[config.mk]
export PLATFORM = sky130hd
export DESIGN_NAME = pipe_seq_ctrl
export DESIGN_NICKNAME = d
export VERILOG_FILES = /design/src/rtl/pipe_seq_ctrl.sv
export SDC_FILE = /design/constraint.sdc
export NUM_CORES = 1
export LEC_CHECK = 0
export CAP_MARGIN = 20
export CORE_UTILIZATION = 43
export DETAILED_ROUTE_END_ITERATION = 6
export PLACE_DENSITY_LB_ADDON = 0.25
export SKIP_CTS_REPAIR_TIMING = 1
export SLEW_MARGIN = 20
export SYNTH_ARGS = -nofsm -noshare
export SYNTH_HDL_FRONTEND = slang
export SYNTH_SLANG_ARGS = --single-unit
[constraint.sdc]
create_clock -name clk -period 1.9 [get_ports clk]
set_input_delay 0.38 -clock clk [delete_from_list [all_inputs] [get_ports clk]]
set_output_delay 0.38 -clock clk [all_outputs]
set_load 0.01 [all_outputs]
[src/rtl/pipe_seq_ctrl.sv]
// pipe_seq_ctrl
//   Sequencing controller for the 16-bit three-stage (IF/ID/EX) datapath.
//   Generates the PC advance, the IF/ID and ID/EX load enables and flushes,
//   and the EX-stage register-file and output-register write strobes.
//   It resolves multi-cycle EX stalls, load-use hazards, taken branches and
//   HALT, and keeps saturating retire and stall counters for debug.
//
// Ports
//   clk, nReset            clock (rising edge), async active-low reset
//   run                    enable execution; 0 freezes the pipeline
//   halt_id, hazard_id     ID-stage HALT opcode / operand hazard on EX result
//   ex_busy, branch_ex     EX multi-cycle in progress / EX taken branch
//   ex_wr, ex_out          EX instruction writes register file / output reg
//   pc_en, ifid_en, idex_en, ifid_flush, idex_flush
//                          pipeline advance, load enables and bubble loads
//   rf_we, out_we          EX retire write strobes
//   running, halted        state decode
//   instr_cnt, stall_cnt   saturating retired-instruction / stall-cycle counts
//
// state  | meaning
// -------+-----------------------------------------------------------
// IDLE   | reset / stopped; all enables off, waits for run
// RUN    | pipeline active; v_id / v_ex track which stages hold work
// HALTED | HALT reached ID; holds until run drops, then back to IDLE

module pipe_seq_ctrl #(
  parameter int CNT_W = 16
) (
  input  logic             clk,
  input  logic             nReset,
  input  logic             run,
  input  logic             halt_id,
  input  logic             hazard_id,
  input  logic             ex_busy,
  input  logic             branch_ex,
  input  logic             ex_wr,
  input  logic             ex_out,
  output logic             pc_en,
  output logic             ifid_en,
  output logic             idex_en,
  output logic             ifid_flush,
  output logic             idex_flush,
  output logic             rf_we,
  output logic             out_we,
  output logic             running,
  output logic             halted,
  output logic [CNT_W-1:0] instr_cnt,
  output logic [CNT_W-1:0] stall_cnt
);

  typedef enum logic [1:0] {
    IDLE   = 2'd0,
    RUN    = 2'd1,
    HALTED = 2'd2
  } state_t;

  localparam logic [CNT_W-1:0] CNT_ONE = {{(CNT_W-1){1'b0}}, 1'b1};
  localparam logic [CNT_W-1:0] CNT_MAX = {CNT_W{1'b1}};

  state_t state, state_nxt;
  logic   v_id, v_ex, v_id_nxt, v_ex_nxt;
  logic   retire, stall;

  always_ff @(posedge clk or negedge nReset) begin
    if (!nReset) begin
      state     <= IDLE;
      v_id      <= 1'b0;
      v_ex      <= 1'b0;
      instr_cnt <= '0;
      stall_cnt <= '0;
    end else begin
      state <= state_nxt;
      v_id  <= v_id_nxt;
      v_ex  <= v_ex_nxt;
      if (retire && (instr_cnt != CNT_MAX))
        instr_cnt <= instr_cnt + CNT_ONE;
      if (stall && (stall_cnt != CNT_MAX))
        stall_cnt <= stall_cnt + CNT_ONE;
    end
  end

  always_comb begin
    state_nxt  = state;
    v_id_nxt   = v_id;
    v_ex_nxt   = v_ex;
    pc_en      = 1'b0;
    ifid_en    = 1'b0;
    idex_en    = 1'b0;
    ifid_flush = 1'b0;
    idex_flush = 1'b0;
    retire     = 1'b0;
    stall      = 1'b0;

    case (state)
      IDLE: begin
        if (run) begin
          state_nxt = RUN;
          v_id_nxt  = 1'b0;
          v_ex_nxt  = 1'b0;
        end
      end

      RUN: begin
        // run low freezes everything, including the valid bits.
        if (run) begin
          if (ex_busy && v_ex) begin
            // Busy outranks a pending branch: the branch is taken on the
            // first cycle EX is no longer busy.
            stall = 1'b1;
          end else if (branch_ex && v_ex) begin
            pc_en      = 1'b1;
            ifid_flush = 1'b1;
            idex_flush = 1'b1;
            retire     = 1'b1;
            v_id_nxt   = 1'b0;
            v_ex_nxt   = 1'b0;
          end else if (hazard_id && v_id) begin
            // Hold IF and ID, push a bubble into EX; the EX op still retires.
            idex_flush = 1'b1;
            retire     = v_ex;
            v_ex_nxt   = 1'b0;
            stall      = 1'b1;
          end else if (halt_id && v_id) begin
            idex_flush = 1'b1;
            retire     = v_ex;
            state_nxt  = HALTED;
            v_id_nxt   = 1'b0;
            v_ex_nxt   = 1'b0;
          end else begin
            pc_en    = 1'b1;
            ifid_en  = 1'b1;
            idex_en  = 1'b1;
            retire   = v_ex;
            v_id_nxt = 1'b1;
            v_ex_nxt = v_id;
          end
        end
      end

      HALTED: begin
        if (!run)
          state_nxt = IDLE;
      end

      default: begin
        state_nxt = IDLE;
        v_id_nxt  = 1'b0;
        v_ex_nxt  = 1'b0;
      end
    endcase
  end

  assign rf_we   = retire & ex_wr;
  assign out_we  = retire & ex_out;
  assign running = (state == RUN);
  assign halted  = (state == HALTED);

endmodule
==> impl_metrics.xml, run 1 <==
<?xml version="1.0" encoding="UTF-8"?>
<metrics>
  <group name="sta">
    <metric name="final.min_clock_period" unit="ns">1.93</metric>
    <metric name="final_critical_path_setup_slack" unit="ns">-0.0302</metric>
    <metric name="final-setup-viol-count" unit="">2</metric>
  </group>
  <group name="final_layout">
    <metric name="antenna-diode-count" unit="">0</metric>
    <metric name="area_growth_syn_to_layout" unit="%">49.6</metric>
    <metric name="lay_top_cells" unit="">37 x sky130_fd_sc_hd__clkdlybuf4s50_1, 35 x sky130_fd_sc_hd__dfrtp_1, 22 x sky130_fd_sc_hd__xnor2_1</metric>
    <metric name="final_layout_size_suffix_gt1_share" unit="%">22.7</metric>
    <metric name="final_common_cell" unit="">sky130_fd_sc_hd__clkdlybuf4s50_1</metric>
  </group>
  <group name="floorplanning">
    <metric name="std_cell_rows" unit="">22</metric>
    <metric name="floorplan.die.height" unit="µm">66.2</metric>
    <metric name="area_of_the_placeable_core" unit="µm²">3800</metric>
  </group>
  <group name="logic_synthesis">
    <metric name="mappedNetlistNets" unit="">183</metric>
    <metric name="ys_seq_share" unit="%">50.8</metric>
    <metric name="ys_types" unit="">36</metric>
    <metric name="post_synth_instance_area" unit="µm²">1770</metric>
  </group>
  <group name="clock_tree">
    <metric name="cts-root-to-sink-buffers" unit="">2</metric>
  </group>
  <group name="critical_path">
    <metric name="arrival" unit="ns">2.14</metric>
    <metric name="criticalPathCategory" unit="">flip-flop to flip-flop</metric>
    <metric name="worst_path_largest_cell_delay" unit="ns">0.47</metric>
  </group>
  <group name="routing">
    <metric name="drt-initial-drc-count" unit="">48</metric>
    <metric name="detail_route.drc_violations" unit="">0</metric>
    <metric name="wl" unit="µm">4210</metric>
    <metric name="drt-vias-per-instance" unit="">5.31</metric>
  </group>
  <group name="outcome">
    <metric name="violations" unit="">setup timing</metric>
    <metric name="outcome" unit="">finished, violations left</metric>
  </group>
  <group name="flow_run">
    <metric name="cap_violations" unit="">0</metric>
  </group>
  <group name="worst_hold_path">
    <metric name="holdCritPathClass" unit="">flip-flop to flip-flop</metric>
  </group>
</metrics>
[run 1: routing by layer]
| layer | wire (µm) | vias to the layer above | global-route usage [%] |
|---|---|---|---|
| met4 | 70 | 0 | 9.84 |
| met1 | 1710 | 761 | 24.1 |
| met5 | 0 | - | 0 |
| li1 | - | 753 | - |
| met2 | 2270 | 43 | 37.4 |
| met3 | 169 | 9 | 5.52 |
[run 1: cell usage after synthesis, drive strengths merged]
library cell and number:
dfrtp 36, xnor2 22, nand2 19, nor2 14
nand3 13, nand4 12, xor2 6, nor3 5
inv 4, a31oi 3, and3 3, and4 3
mux2 3, nor2b 3, o21ai 3, a21boi 2
and2 2, clkbuf 2, ha 2, nand2b 2
a21oi 1, a22o 1, a32oi 1, and4b 1
buf 1, nand3b 1, nor4 1, nor4b 1
nor4bb 1, o21bai 1, or2 1, or3b 1
or4 1
[run 1: cell type report]
cell class	count	area, µm²
Tap cell	48	60.1
Sequential cell	36	902
Clock buffer	6	72.6
Fill cell	296	1150
Multi-Input combinational cell	129	940
Timing Repair Buffer	71	658
Clock inverter	1	5.00
Inverter	4	15.0
[run 1: kinds of logic (layout without fill, tap and decap cells)]
logic type	after synthesis	count (layout)	share of synthesized area, %
multiplexers	3	3	1.91
adder cells (fa/ha/maj)	2	2	1.41
AND-OR/OR-AND	12	12	4.45
flip-flops	36	36	50.8
XOR/XNOR	28	28	13.8
buffers and inverters	7	82	1.76
AND/OR/NAND/NOR	84	84	25.8
[run 1: where the power goes]
group,leakage (µW),switching [µW],internal (µW),total (µW)
Combinational,0.000730,364,486,850
Clock,0.0000410,262,249,511
Sequential,0.000479,146,874,1020
Total,0.00125,773,1610,2380
[run 1: final timing paths]
check	slack [ns]	depth (start not counted)	endpoint	start
setup / recovery	-0.03	6	instr_cnt[15]	state[1]
hold / removal	0.50	1	instr_cnt[7]	instr_cnt[7]
setup reg to reg	-0.03	6	instr_cnt[15]	state[1]
hold reg to reg	0.50	1	instr_cnt[7]	instr_cnt[7]
max in group asynchronous	1.02	2	state[0]	nReset
min in group asynchronous	0.51	2	instr_cnt[15]	nReset
[run 1: registers in the layout (all words and copies together) (netlist names)]
register	count
instr_cnt	16
v_ex	1
state	2
v_id	1
stall_cnt	16
[run 1: per-stage QoR]
| step | cells | util (%) | power [µW] | area [µm²] |
|---|---|---|---|---|
| 2_1_floorplan | 172 | - | 1370 | 1800 |
| 3_3_place_gp | 286 | 65.2 | 1790 | 2480 |
| 3_5_place_dp | 286 | 65.2 | 1840 | 2480 |
| 4_1_cts | 293 | 67.2 | 2360 | 2550 |
| 5_1_grt | 295 | 69.8 | 2530 | 2650 |
| 6_report | 295 | 69.8 | 2380 | 2650 |
Figure 1. Nets reached from selected ports (run 1).
The bar under the picture is 20 µm long.
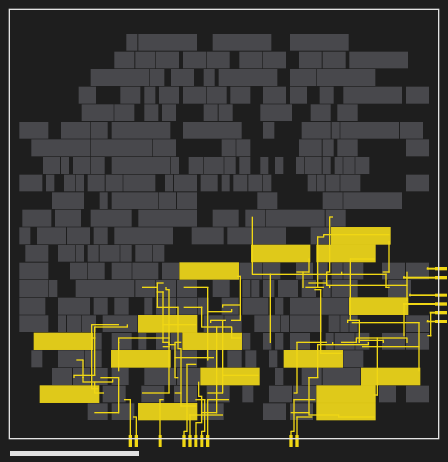
- yellow: instr_cnt (direction output; edge 10 bottom, 6 right; end cells 16; buffers 20; wire 574 µm)
number of port buffers: 49
count of boundary I/O pins: 50

Figure 2. Register map, names as in the netlist (run 1).
Other sequential cells in the stronger gray, the rest of the logic in the fainter gray.
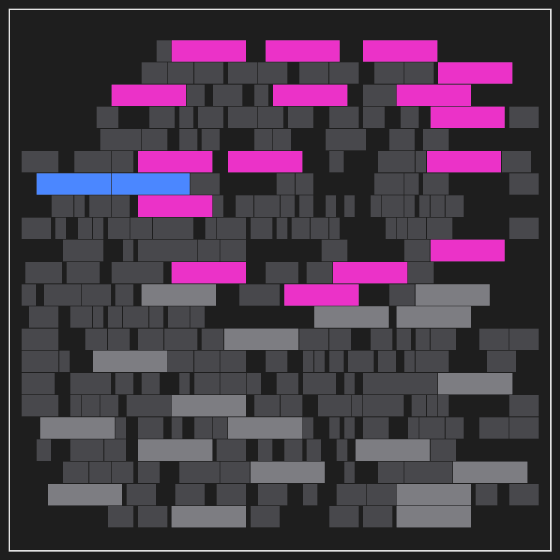
- magenta: stall_cnt (flops 16)
- blue: state (flops 2)
- not colored: 18
end-of-flow core utilization: 69.8%
fraction of standard cell area that is sequential: 34.0%
total area of sequential cells: 902 µm²
power in sequential cells: 1020 µW

Figure 3. Clock distribution (run 1).
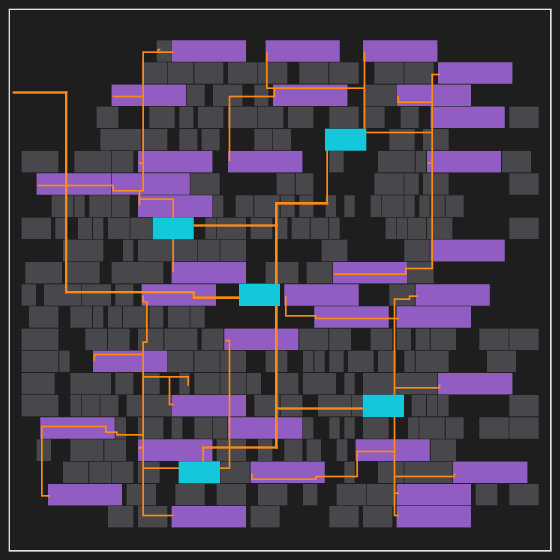
- cyan: clock drivers (count 5)
- purple: flip-flops (count 36)
- orange: clock wires (length 468 µm)
- flops lie: all over the die
- routed clock nets: 6
power in the clock group: 511 µW
portion of total power attributed to the clock network: 21.5%
maximum clock skew at final layout: 0.0104 ns
insertion delay to the later sink of the worst-skew pair: 0.29 ns

==> inputs of run 2 (changes only) <==
--- a/config.mk
+++ b/config.mk
@@ -5,9 +5,11 @@
 export SDC_FILE = /design/constraint.sdc
 export NUM_CORES = 1
 export LEC_CHECK = 0
+export ABC_AREA = 0
 export CAP_MARGIN = 20
 export CORE_UTILIZATION = 43
 export DETAILED_ROUTE_END_ITERATION = 6
+export GPL_TIMING_DRIVEN = 0
 export PLACE_DENSITY_LB_ADDON = 0.25
 export SKIP_CTS_REPAIR_TIMING = 1
 export SLEW_MARGIN = 20
Figure 4. Register map, names as in the netlist (run 2).
Other sequential cells in the stronger gray, the rest of the logic in the fainter gray.
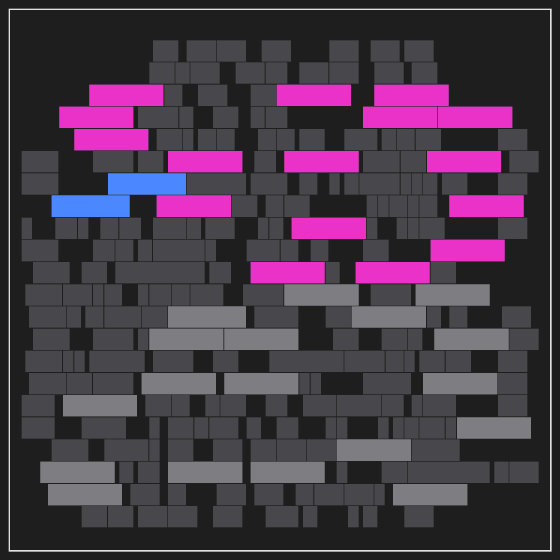
- magenta: stall_cnt (flops 16)
- blue: state (flops 2)
total area of sequential cells: 905 µm²
power in sequential cells: 1040 µW

Figure 5. Nets reached from selected ports (run 2).
The bar under the picture is 20 µm long.
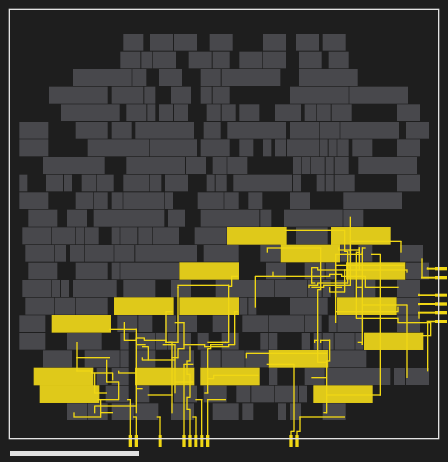
- yellow: instr_cnt (direction output; edge 10 bottom, 6 right; end cells 16; buffers 16; wire 609 µm)

==> run 2 against run 1 <==
The run ends with hold timing, setup timing left; critical endpoint is now instr_cnt[13]; register-to-register slack worse by 0.096 ns; clock skew about the same; worst setup slack lost 0.096 ns; sequential share of layout area fell by 0.61 points; area after synthesis unchanged; critical path depth unchanged; combinational power fell by 2%; first-iteration DRC count increased by 85%; non-clock buffer count is 10 lower; wire length fell by 7.1%; sequential power about the same.
==> impl_metrics.xml, run 2 <==
<?xml version="1.0" encoding="UTF-8"?>
<metrics>
  <group name="final_layout">
    <metric name="stdcell_area" unit="µm²">2710</metric>
    <metric name="lay_top_cells" unit="">34 x sky130_fd_sc_hd__clkdlybuf4s50_1, 33 x sky130_fd_sc_hd__dfrtp_1, 22 x sky130_fd_sc_hd__xnor2_1</metric>
    <metric name="final_common_cell" unit="">sky130_fd_sc_hd__clkdlybuf4s50_1</metric>
    <metric name="top_regs" unit="">instr_cnt: 16 flops, stall_cnt: 16 flops, state: 2 flops</metric>
    <metric name="final_layout_size_suffix_gt1_share" unit="%">22.7</metric>
  </group>
  <group name="logic_synthesis">
    <metric name="common_cells" unit="">36 x sky130_fd_sc_hd__dfrtp_1, 22 x sky130_fd_sc_hd__xnor2_1, 19 x sky130_fd_sc_hd__nand2_1</metric>
    <metric name="edf_count" unit="">0</metric>
    <metric name="ys_seq_share" unit="%">50.8</metric>
    <metric name="yosys.cell_count.top_type" unit="">sky130_fd_sc_hd__dfrtp_1</metric>
    <metric name="asyncSetResetFlopFracSynth" unit="%">100</metric>
  </group>
  <group name="clock_tree">
    <metric name="cts-root-to-sink-buffers" unit="">2</metric>
    <metric name="clk-insertion-delay-late" unit="ns">0.29</metric>
  </group>
  <group name="sta">
    <metric name="maximum_clock_skew_at_final_layout" unit="ns">0.0102</metric>
    <metric name="final_critical_path_setup_slack" unit="ns">-0.126</metric>
    <metric name="hold_viol_final" unit="">4</metric>
    <metric name="fin_hold_ws" unit="ns">-0.00549</metric>
    <metric name="final-setup-viol-count" unit="">7</metric>
  </group>
  <group name="placed_design">
    <metric name="dpl-instance-area" unit="µm²">2370</metric>
    <metric name="buffer_ports.inserted" unit="">49</metric>
  </group>
  <group name="routing">
    <metric name="wl" unit="µm">3920</metric>
    <metric name="drt-initial-drc-count" unit="">89</metric>
  </group>
  <group name="outcome">
    <metric name="violations" unit="">hold timing, setup timing</metric>
    <metric name="outcome" unit="">finished, violations left</metric>
  </group>
  <group name="floorplanning">
    <metric name="std_cell_rows" unit="">22</metric>
  </group>
</metrics>
Figure 6. Routing congestion map (run 2).
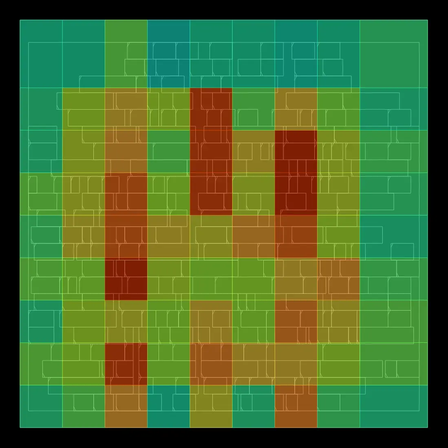
met1 GRT Util: 24.0%
global-route usage over all layers: 18.5%
end-of-flow core utilization: 71.3%
met2 demand-to-capacity share in global routing: 29.0%
met3 Use GR: 5.00%

[run 2: cell counts after synthesis]
No cell type changed its count.
[run 2: routing by layer]
| layer | track usage [%] | share of wire [%] | wire length (µm) | up-vias |
|---|---|---|---|---|
| met5 | 0 | 0 | 0 | - |
| met4 | 7.45 | 1.4 | 56 | 0 |
| met3 | 5.00 | 3.5 | 138 | 7 |
| met2 | 29.0 | 49 | 1920 | 32 |
| met1 | 24.0 | 46 | 1800 | 733 |
| li1 | - | - | - | 737 |
[run 2: metrics by stage]
step           instances  hold WS [ns]  TNS, ns  power, µW
2_1_floorplan        172        0.0844        0       1370
3_3_place_gp         269         0.483   -29.32       1710
3_5_place_dp         270         0.313   -17.64       1730
4_1_cts              278      0.000727    -9.71       2470
5_1_grt              286       0.00721    -1.09       2740
6_report             286      -0.00549   -0.485       2600
[run 2: cell type report]
| class | instances | area (µm²) | share of cell area, % |
|---|---|---|---|
| Multi-Input combinational cell | 129 | 981 | 36.2 |
| Sequential cell | 36 | 905 | 33.4 |
| Timing Repair Buffer | 58 | 588 | 21.7 |
| Clock buffer | 7 | 96.3 | 3.56 |
| Tap cell | 48 | 60.1 | 2.22 |
| Buffer | 3 | 33.8 | 1.25 |
| Clock inverter | 1 | 30.0 | 1.11 |
| Inverter | 4 | 15.0 | 0.554 |
[run 2: power breakdown]
group	switching [µW]	total [µW]	internal (µW)
Sequential	160	1040	876
Combinational	350	832	482
Clock	270	733	463
[run 2: worst reg2reg max path, cell delays in order, from the launching register on]
cell                       delay (ns)
sky130_fd_sc_hd__dfrtp_2         0.43
sky130_fd_sc_hd__nand3b_4        0.16
sky130_fd_sc_hd__or3b_4          0.41
sky130_fd_sc_hd__buf_8           0.14
sky130_fd_sc_hd__or4_4           0.56
sky130_fd_sc_hd__nor3_4          0.14
sky130_fd_sc_hd__xnor2_1         0.13
[run 2: logic make-up after synthesis]
kind of cell	synth area share, %
adders and majority gates	1.41
buffers and inverters	1.76
and+or+nand+nor	25.8
muxes	1.91
AOI/OAI and AO/OA	4.45
DFF	50.8
xor gates and xnor gates	13.8
[run 2: final timing paths]
path	startpoint	end	slack, ns	cells past startpoint
max reg2reg	state[1]	instr_cnt[13]	-0.13	6
min	nReset	instr_cnt[11]	-0.005	1
max in group asynchronous	nReset	state[1]	1.45	2
min reg2reg	stall_cnt[6]	stall_cnt[6]	0.49	1
min in group clk	stall_cnt[6]	stall_cnt[6]	0.49	1
max	state[1]	instr_cnt[13]	-0.13	6
No activity file was given, so power comes from the tool's default toggle rates.
